## config.mk

```make
export PLATFORM = sky130hd
export DESIGN_NAME = keypad_matrix_scanner
export DESIGN_NICKNAME = d
export VERILOG_FILES = /design/src/rtl/door_lock_pkg.sv /design/src/rtl/keypad_debounce.sv /design/src/rtl/keypad_matrix_scanner.sv
export SDC_FILE = /design/constraint.sdc
export NUM_CORES = 1
export LEC_CHECK = 0
export ABC_AREA = 0
export CAP_MARGIN = 15
export CORE_MARGIN = 2
export CORE_UTILIZATION = 55
export CTS_CLUSTER_SIZE = 30
export DETAILED_ROUTE_END_ITERATION = 8
export DONT_BUFFER_PORTS = 1
export PLACE_DENSITY_LB_ADDON = 0.05
export SLEW_MARGIN = 15
export SYNTH_ARGS = -nofsm -noshare
export SYNTH_HDL_FRONTEND = slang
export SYNTH_SLANG_ARGS = --single-unit
```

## constraint.sdc

```tcl
create_clock -name CLK -period 6 [get_ports CLK]
set_input_delay 0.9 -clock CLK [delete_from_list [all_inputs] [get_ports CLK]]
set_output_delay 0.9 -clock CLK [all_outputs]
set_load 0.05 [all_outputs]
```

## src/rtl/door_lock_pkg.sv

```systemverilog
// Shared keypad constants, column drive codes and key code mapping.
// Used by the matrix scanner and its debouncer.
package door_lock_pkg;

  localparam int KEY_COUNT = 9;
  localparam int KP_ROWS   = 3;
  localparam int KP_COLS   = 3;

  localparam logic [2:0] COL_DRV0 = 3'b110;
  localparam logic [2:0] COL_DRV1 = 3'b101;
  localparam logic [2:0] COL_DRV2 = 3'b011;

  typedef enum logic [1:0] {
    COL0 = 2'd0,
    COL1 = 2'd1,
    COL2 = 2'd2
  } col_state_t;

  function automatic logic [3:0] key_to_code(
    input logic [KEY_COUNT-1:0] lvl
  );
    logic [3:0]           code;
    logic [KEY_COUNT-1:0] one;
    code = 4'd0;
    for (int i = 0; i < KEY_COUNT; i++) begin
      one    = '0;
      one[i] = 1'b1;
      if (lvl == one) code = 4'(i + 1);
    end
    return code;
  endfunction

  function automatic logic is_ghost(
    input logic [KEY_COUNT-1:0] lvl
  );
    return $countones(lvl) > 1;
  endfunction

endpackage

```

## src/rtl/keypad_debounce.sv

```systemverilog
// Frame-level debouncer: a snapshot must repeat DEBOUNCE_SCANS
// consecutive evaluations before it becomes the stable state.
module keypad_debounce
  import door_lock_pkg::*;
#(
  parameter int DEBOUNCE_SCANS = 4
) (
  input  logic                 CLK,
  input  logic                 RESET,
  input  logic [KEY_COUNT-1:0] snapshot,
  input  logic                 eval,
  output logic [KEY_COUNT-1:0] stable,
  output logic [KEY_COUNT-1:0] stable_next
);

  localparam int CW = $clog2(DEBOUNCE_SCANS + 1);

  logic [KEY_COUNT-1:0] cand;
  logic [KEY_COUNT-1:0] cand_next;
  logic [CW-1:0]        count;
  logic [CW-1:0]        count_next;

  always_comb begin
    cand_next   = cand;
    count_next  = count;
    stable_next = stable;
    if (eval) begin
      if (snapshot != cand) begin
        cand_next  = snapshot;
        count_next = CW'(1);
      end else if (count < CW'(DEBOUNCE_SCANS)) begin
        count_next = count + 1'b1;
      end
      if (count_next == CW'(DEBOUNCE_SCANS))
        stable_next = cand_next;
    end
  end

  always_ff @(posedge CLK) begin
    if (RESET) begin
      cand   <= '0;
      count  <= '0;
      stable <= '0;
    end else begin
      cand   <= cand_next;
      count  <= count_next;
      stable <= stable_next;
    end
  end

endmodule

```

## src/rtl/keypad_matrix_scanner.sv

```systemverilog
// 3x3 keypad scanner: column drive FSM, row synchronizer, snapshot,
// ghost filter and registered one-hot / code / press-strobe outputs.
module keypad_matrix_scanner
  import door_lock_pkg::*;
#(
  parameter int DWELL_CYCLES   = 24000,
  parameter int DEBOUNCE_SCANS = 4,
  parameter int SYNC_STAGES    = 2
) (
  input  logic                 CLK,
  input  logic                 RESET,
  input  logic [2:0]           KEY_ROW,
  output logic [2:0]           KEY_COL,
  output logic [KEY_COUNT-1:0] key_level,
  output logic [3:0]           key_code,
  output logic                 key_pulse
);

  localparam int DW = $clog2(DWELL_CYCLES);

  col_state_t state;
  col_state_t state_next;
  logic [DW-1:0] dwell;
  logic [DW-1:0] dwell_next;
  logic          last;
  logic          frame_done;
  logic          eval;

  always_ff @(posedge CLK) begin
    if (RESET) begin
      state <= COL0;
      dwell <= '0;
    end else begin
      state <= state_next;
      dwell <= dwell_next;
    end
  end

  always_comb begin
    state_next = state;
    KEY_COL    = COL_DRV0;
    last       = (dwell == DW'(DWELL_CYCLES - 1));
    dwell_next = last ? '0 : dwell + 1'b1;
    unique case (state)
      COL0: begin
        KEY_COL = COL_DRV0;
        if (last) state_next = COL1;
      end
      COL1: begin
        KEY_COL = COL_DRV1;
        if (last) state_next = COL2;
      end
      COL2: begin
        KEY_COL = COL_DRV2;
        if (last) state_next = COL0;
      end
      default: state_next = COL0;
    endcase
    frame_done = last && (state == COL2);
  end

  logic [SYNC_STAGES-1:0][2:0] sync;
  logic [2:0]                  pressed;

  // Idle rows read high, so the chain resets to "nothing pressed"
  always_ff @(posedge CLK) begin
    if (RESET) begin
      sync <= '1;
    end else begin
      sync[0] <= KEY_ROW;
      for (int i = 1; i < SYNC_STAGES; i++)
        sync[i] <= sync[i-1];
    end
  end

  assign pressed = ~sync[SYNC_STAGES-1];

  logic [KEY_COUNT-1:0] snapshot;

  always_ff @(posedge CLK) begin
    if (RESET) begin
      snapshot <= '0;
      eval     <= 1'b0;
    end else begin
      eval <= frame_done;
      if (last) begin
        for (int r = 0; r < KP_ROWS; r++)
          for (int c = 0; c < KP_COLS; c++)
            if (state == col_state_t'(c))
              snapshot[r*KP_COLS+c] <= pressed[r];
      end
    end
  end

  logic [KEY_COUNT-1:0] stable;
  logic [KEY_COUNT-1:0] stable_next;
  logic [KEY_COUNT-1:0] level_cur;
  logic [KEY_COUNT-1:0] level_next;

  keypad_debounce #(
    .DEBOUNCE_SCANS(DEBOUNCE_SCANS)
  ) u_debounce (
    .CLK        (CLK),
    .RESET      (RESET),
    .snapshot   (snapshot),
    .eval       (eval),
    .stable     (stable),
    .stable_next(stable_next)
  );

  assign level_cur  = is_ghost(stable) ? '0 : stable;
  assign level_next = is_ghost(stable_next) ? '0 : stable_next;

  always_ff @(posedge CLK) begin
    if (RESET) begin
      key_level <= '0;
      key_code  <= 4'd0;
      key_pulse <= 1'b0;
    end else begin
      key_level <= level_next;
      key_code  <= key_to_code(level_next);
      key_pulse <= (level_next != '0) &&
                   (level_next != level_cur);
    end
  end

endmodule

```

### Signal wires on met1

Supply wires on this layer in grey.
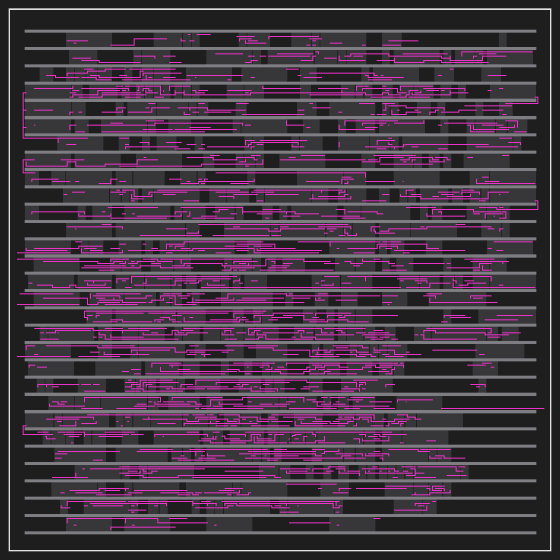
longest straight run = 31.3 µm
main direction = horizontal
share of all routed wire = 47%
nets with wire on the layer = 439
M1 GR Usage: 35.4%
Total Wirelength: 8450 µm
Vias: 3061

### Wires at chosen ports, followed through buffers

The bar under the picture is 20 µm long.
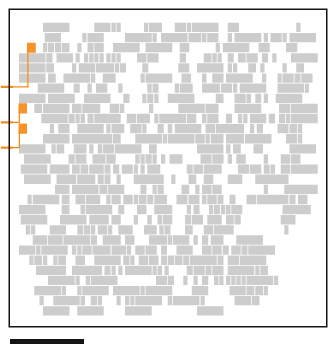
orange -> `KEY_ROW`  # bits 3, direction input, end cells 3, buffers 0, wire 26.4 µm
number of I/O port buffers: 0
# IOs: 22

### Signal wires on met2

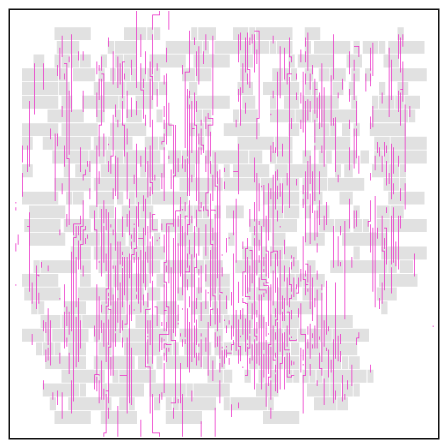
longest straight run = 32.5 µm
wire length on this layer = 3680 µm
main direction = vertical
nets with wire on the layer = 379
share of all routed wire = 44%
GR Util met2: 36.0%

==> flow_summary.ini <==
; flow metrics
[worst_setup_path]
crit_path_end = key_code[2]
cp-startpoint = u_debounce.count[1]
path_depth = 21
cp-start-kind = flip-flop
crit_fanout = 4
crit_buf_inv = 3
rr_worst_depth = 21
r2r_end = key_code[2]
cp_top_family = adder cells
cp_common_cell = fa_1
r2r_setup_slack_ns = 0.18
crit_arrival_ns = 6.08

[route]
drt-vias-per-instance = 5.83
drtIter0Drc = 282
wire_per_inst_um = 16.1
drt_pass1_iterations = 7
drc = 0

[sta]
finalHoldViolCount = 0
tightest_slew_ns = 1.08
setup_viol = 0
fmax_ghz = 0.172
setup_ws_ns = 0.177
slew_headroom_pct = 27.2
slew_viol_final = 0
fin_skew_ns = 0.00981
fin_crit_ns = 5.82

[global_route]
grtUsageTotal_pct = 24.6
grt_max_degree = 48

[clock_network]
tritoncts = done
path_clk_slew_ns = 0.07
htree_levels = 3
clockRootBuffer = clkbuf_8
cts_buffers = 9

[power]
ir_worst_vdd_mv = 0.167
leakagePower_nw = 1.59

[placed_design]
dp_hpwl_um = 5980
placed_area_mm2 = 0.00379

[synthesis]
ys.flops = 68
synth-simple-area-share_pct = 23.9
syn_inst = 433
xor_area_share_pct = 6.08
yosysUniqueCellTypes = 57
ys_cells = 433
synthArstFlopShare_pct = 0
synth_seq_share_pct = 37.8
synth_area_mm2 = 0.00360
flop_cell = dfxtp_1
synthAdderAreaFrac_pct = 9.38

[floorplan]
die_w_um = 84.9
core_area_mm2 = 0.00635
rows = 29
die_h_um = 84.9

[final_layout]
antenna_cells = 0
area.growth.synth_to_final_pct = 14.6
drive_gt1_share_pct = 17.6
fillCellCount = 550
fin_nets = 469

[flow_run]
warning_count = 33

[run_status]
status = finished, final reports clean

[min_path]
holdCritPathClass = flip-flop to flip-flop
==> cell type report <==
class                           instances  area (µm²)  share of cell area (%)
Timing Repair Buffer                   25         200                    4.85
Tap cell                               77        96.3                    2.33
Clock buffer                           10         128                    3.09
Inverter                               27         101                    2.46
Multi-Input combinational cell        312        2170                    52.6
Clock inverter                          6        65.1                    1.58
Sequential cell                        68        1370                    33.1
==> layer usage <==
layer  up-vias  wire length (µm)  global-route usage (%)
li1       1476                 -                       -
met1      1424              4000                    35.4
met5         -                 0                       0
met3        26               539                    5.64
met4         0               228                    9.67
met2       135              3680                    36.0
==> worst min path at each step <==
stage,cells after the start,startpoint,to
6_report,1,sync[1],sync[4]
5_1_grt,1,sync[1],sync[4]
4_1_cts,1,sync[1],sync[4]
3_5_place_dp,1,sync[1],sync[4]
3_3_place_gp,1,sync[2],sync[5]
2_1_floorplan,1,sync[0],sync[3]
==> repair_timing <==
action / in CTS / in global routing
setup endpoints to repair: 3 / 13
hold endpoints to repair: 0 / 0
cloned: 0 / 0
gates resized: 1 / 28
pin swaps: 0 / 11
buffers inserted: 0 / 3
==> report_power, final <==
part / internal, mW / switching [mW]
combinational: 0.00340 / 0.00405
clock: 0.192 / 0.178
sequential: 0.454 / 0.00244
total: 0.649 / 0.184
==> state kept, by name, indices dropped and copies added (netlist names), 2 cells and up <==
name	cells
dwell	15
key_level	9
snapshot	9
u_debounce.cand	9
u_debounce.stable	9
sync	6
key_code	4
u_debounce.count	3
state	2
==> cells in the final DEF, fill, tap and decap left out, types with 3 or more instances in the layout <==
cell type	synthesis	routed
fa_1	10	8
nor2_1	92	91
nor4_1	6	6
nand4_1	3	3
mux2i_1	14	13
o21ai_0	8	6
inv_2	2	3
inv_1	25	24
o21ai_1	3	4
nand3_1	17	17
a211oi_2	0	4
buf_4	1	24
a211oi_1	7	3
xor2_1	8	8
dfxtp_1	68	66
nor2b_1	3	3
nor3_1	10	10
a21oi_1	22	21
or2_2	7	7
clkbuf_8	0	9
ha_1	11	10
a22oi_1	3	3
xnor2_1	17	17
nand2_1	22	20
nand2b_1	3	3
a31oi_1	3	3
or4_4	0	3
==> per-stage QoR <==
stage	cells	utilization, %	setup TNS [ns]	power [mW]
floorplan	433	-	0	0.477
global placement	506	59.7	0	0.475
detailed placement	506	59.7	-0.0252	0.475
CTS	522	62.8	0	0.841
global route	525	65.0	-0.205	0.866
finish	525	65.0	0	0.834
==> kinds of logic after synthesis <==
kind of cell               after synthesis
DFF                                     68
AOI/OAI and AO/OA                       65
buffers and inverters                   53
and+or+nand+nor                        184
muxes                                   17
xor gates and xnor gates                25
adders and majority gates               21
Power figures rest on the tool's default switching activity, not on a simulated workload.
